==> run_1/m2.png <==
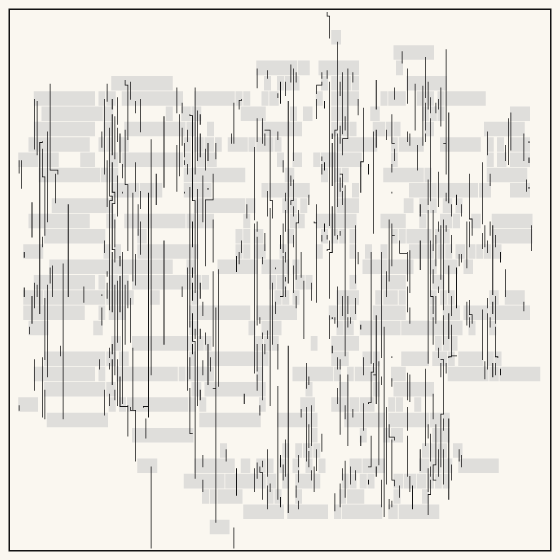
==> run_1/m3.png <==
The bar under the picture is 20 um long.
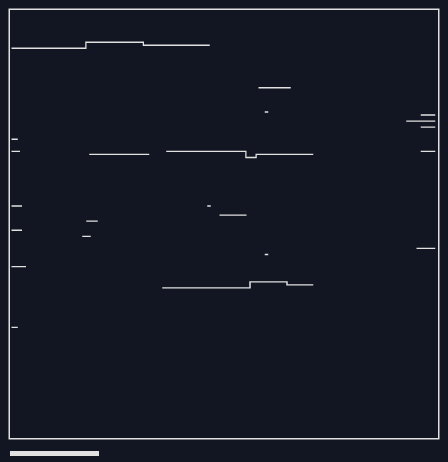
==> run_1/port_trees.png <==
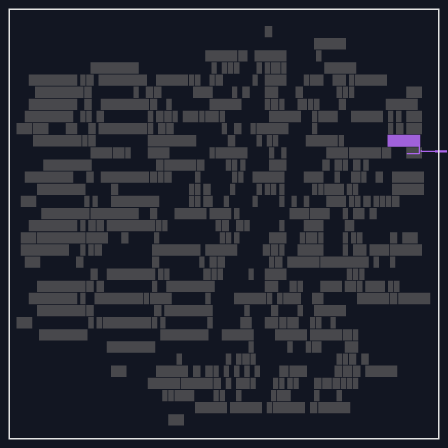
Design uart_tx_fifo, sky130hd; sources not shown.
==> ds_physical_params.txt, run 1 <==
Implementation parameters

Parameter                              Value

Worst setup path
  Data arrival, critical path    2990 ps
  Worst stage delay on the critical path    670 ps
  Cell type group with the largest total delay on the critical path    simple AND/OR/NAND/NOR gates
  Startpoint type of the worst setup path    input port
  Endpoint kind of the worst setup timing path    flop
  Ordered cell list for the critical path    clkdlybuf4s50_1, inv_1, nor2_1, nand2_1, nor3_1, buf_4
  Reg2Reg Setup Slack    2620 ps
  Worst-path fanout max    5
  Crit path required time    5290 ps
  Worst Reg2Reg Path Length in Cells    11
  Slowest stage cell on the critical path    nor3_1

STA
  Transition time at the pin with the least slew margin    822.9 ps
  Cycle use final    0.5726
  Number of hold violations in the final report    0

Global routing
  Pin count of the biggest net entering global routing    13
  Number of global-route vias before repair    2,160
  Gr busiest metal    met2

Yosys
  Top cell types by occurrence after synthesis    68 x nand2_1, 58 x nor2_1, 37 x dfxtp_1, 37 x inv_1, 32 x edfxtp_1
  FF+latch count, synth    69
  Largest cells by area after synthesis    edfxtp_1 31%, dfxtp_1 24%, nand2_1 8.3%
  Chip area line of the yosys report    3090 um2
  Nets at Floorplan    373
  Most instantiated library cell after synthesis    nand2_1
  Instance count of the mapped netlist    350

Clock tree
  Clock H-tree levels    3
  CTS resizes    0
  TritonCTS clock tree    built

Power and ir drop
  Peak supply drop    0.2147 mV
  Pwr dens    474.3 nW/um2

Die
  Floorplan Utilization    0.3687

Place
  Gp weighted congestion    0.8074

Cells and area
  Final non-filler cell total    488

Flow run
  Count of warning messages emitted by the tools    31

Status
  Status    complete, no violations
-- m2.png (at the start) --
The longest straight run is 41.8 um. The wires run mostly vertical.
met2 usage in global routing: 0.2452
Routed WL: 6.143 mm

-- m3.png (at the start) --
The layer holds 2.9% of the routed length. The longest straight run is 19.5 um. The layer carries 177 um of wire. 15 nets have wire on it.
grt met3 use: 0.04976
via count: 2,245

-- port_trees.png (at the start) --
Purple stands for TX, direction output, edge right, end cells 1, buffers 1, wire 8.00 um.
boundary pin count: 15
number of buffers inserted by port buffering: 13

## run 1: final cells by class
| class | instances | area (um2) | area share |
|---|---|---|---|
| Clock buffer | 10 | 127.6 | 0.03548 |
| Timing Repair Buffer | 17 | 155.1 | 0.04313 |
| Sequential cell | 69 | 1702 | 0.4730 |
| Buffer | 9 | 50.05 | 0.01391 |
| Tap cell | 105 | 131.4 | 0.03652 |
| Multi-Input combinational cell | 230 | 1186 | 0.3297 |
| Clock inverter | 6 | 87.58 | 0.02435 |
| Inverter | 42 | 157.7 | 0.04383 |
## run 1: cells in the final DEF, fill, tap and decap left out, types with 2 or more instances in the layout
cell type / count
nand2_1: 68
nor2_1: 58
dfxtp_1: 37
inv_1: 37
edfxtp_1: 32
o21ai_0: 28
a21oi_1: 13
nand3_1: 13
clkdlybuf4s50_1: 13
ha_1: 11
buf_2: 9
clkbuf_8: 9
nor3_1: 7
nand4_1: 6
xor2_1: 5
nand2_2: 4
inv_2: 4
nand2_4: 2
nor3b_1: 2
xnor2_1: 2
clkbuf_1: 2
clkinv_2: 2
bufinv_16: 2
clkinv_4: 2
buf_4: 2
## run 1: per-layer routing
layer	share of wire	wire length (um)	vias to the layer above
met2	0.45	2767	28
met5	0	0	-
met1	0.50	3082	1018
met3	0.029	177	10
met4	0.019	115	0
li1	-	-	1189
## run 1: through the flow
step	hold slack, ps	setup slack (ps)	total power [mW]
6_report	297.4	2299	1.706
5_1_grt	329.2	2185	1.852
4_1_cts	300.4	2293	1.725
3_5_place_dp	281.4	1952	1.260
3_3_place_gp	279.2	1671	1.252
2_1_floorplan	267.5	2812	1.101
## run 1: cell families after synthesis
| group | Yosys count | synth area share |
|---|---|---|
| flops | 69 | 0.5506 |
| simple gates | 165 | 0.2296 |
| xor+xnor | 7 | 0.01984 |
| fa+ha+maj | 12 | 0.05101 |
| buf+inv | 51 | 0.06720 |
| compound gates | 46 | 0.08178 |
## run 1: power breakdown
part,switching (mW),internal (mW),leakage (nW),total (mW)
Combinational,0.365,0.224,0.758,0.589
Clock,0.200,0.261,0.110,0.461
Sequential,0.0350,0.621,0.593,0.656
==> run 1 -> run 2 <==
Clock period 5.38 ns to 2.84 ns, I/O delays scaled along.
==> run_2/placed.png <==
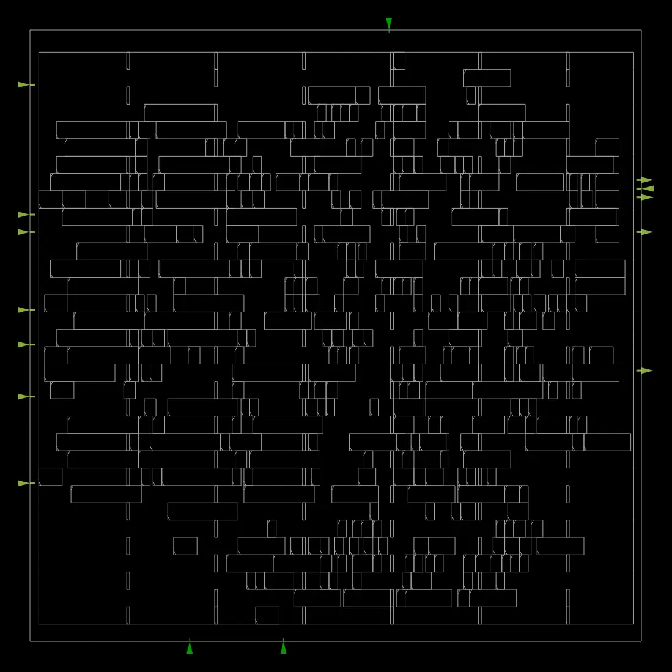
sequential cell count: 69
final non-filler cell total: 488

==> run_2/m2.png <==
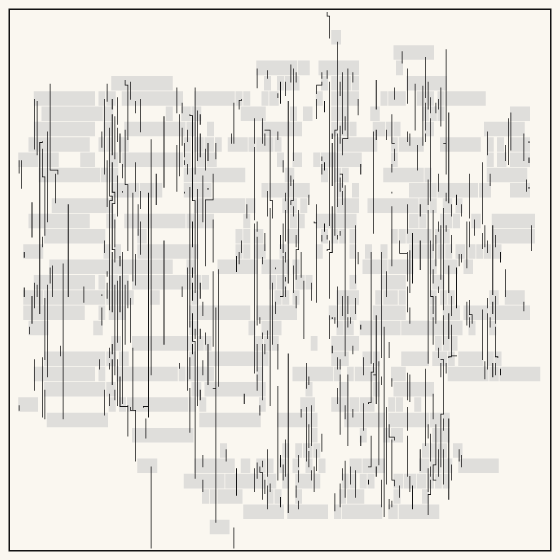
303 nets have wire on it. The wires run mostly vertical.
via count: 2,247

==> run 2 against run 1 <==
Non-clock buffer count did not move. Worst hold slack improved by 0.84 ps. Cell area rose by 0.49%.
==> ds_physical_params.txt, run 2 <==
Implementation parameters

Parameter                              Value

Status
  Status    complete, no violations

Power and ir drop
  Switching power total    1.149 mW
  Combinational group share of total power    0.346
  Internal power component    2.101 mW
  Sw Share    0.3534
  Design Power    3.250 mW
  Sequential cell fraction of total power    0.385
  Pwr dens    899.0 nW/um2

Yosys
  Chip area line of the yosys report    3090 um2
  FF+latch count, synth    69
  Most instantiated library cell after synthesis    nand2_1
  Largest cells by area after synthesis    edfxtp_1 31%, dfxtp_1 24%, nand2_1 8.3%

Flow run
  Count of warning messages emitted by the tools    31

Routing
  Routed WL    6.143 mm

Worst setup path
  Worst Reg2Reg Path Length in Cells    11
  Endpoint kind of the worst setup timing path    flop
  Data arrival, critical path    2480 ps
  Reg2Reg Setup Slack    300 ps

Cells and area
  Most frequent standard cell in the layout excluding fill and tap cells    nand2_1
  Combined flip-flop and latch cell area    1704 um2
  Dominant logic cell types in the final layout    67 x nand2_1, 58 x nor2_1, 37 x inv_1

Place
  Number of buffers inserted by port buffering    13

STA
  Number of hold violations in the final report    0
  Cycle use final    0.9036

Clock tree
  Clock H-tree levels    3
-- run 2: cell counts after synthesis --
No cell type changed its count.
-- run 2: through the flow --
step                setup TNS, ps  worst slack, ps  hold WS (ps)  utilization  std cells
global placement           -10840           -361.1         279.2       0.3999        468
floorplan                       0            534.9         267.5            -        350
CTS                             0            52.39         300.4       0.4292        488
finish                          0            273.7         298.3       0.4313        488
detailed placement         -320.1           -80.14         281.4       0.4035        472
global route                    0            37.29         329.2       0.4313        488
-- run 2: cell type report --
cell class,count,area share
Timing Repair Buffer,17,0.04292
Sequential cell,69,0.4714
Multi-Input combinational cell,230,0.3323
Clock inverter,6,0.02423
Inverter,42,0.04361
Buffer,9,0.01385
Clock buffer,10,0.03531
Tap cell,105,0.03634
-- run 2: repair_timing --
action | 4_1_cts | 5_1_grt
setup buffers | 0 | 0
gates resized | 0 | 5
endpoints found under the hold margin | 0 | 0
setup endpoints to repair | 0 | 3
-- run 2: cell families (layout without fill, tap and decap cells) --
kind of cell | Yosys count | after routing | synth area share
buffers and inverters | 51 | 84 | 0.06720
XOR/XNOR | 7 | 7 | 0.01984
flip-flops | 69 | 69 | 0.5506
AND/OR/NAND/NOR | 165 | 165 | 0.2296
AND-OR/OR-AND | 46 | 46 | 0.08178
adder cells (fa/ha/maj) | 12 | 12 | 0.05101
-- run 2: worst max-delay path, cell delays in order --
cell	delay (ps)
clkdlybuf4s50_1	480
inv_1	40
nor2_1	260
nand2_1	180
nor3_1	660
buf_4	270
-- run 2: power groups by stage --
stage               Combinational, mW  Sequential (mW)  Clock (mW)
finish                           1.12             1.25       0.876
global route                     1.31             1.27       0.949
CTS                              1.13             1.24       0.896
detailed placement               1.12             1.27           0
global placement                 1.11             1.26           0
floorplan                       0.837             1.25           0
-- run 2: layer usage --
layer,part of all wire,GRT usage,vias to the layer above
li1,-,-,1189
met1,0.50,0.2035,1020
met2,0.45,0.2452,27
met3,0.028,0.04976,11
met4,0.021,0.06219,0
met5,0,0,-
Power and IR drop assume default switching activity.
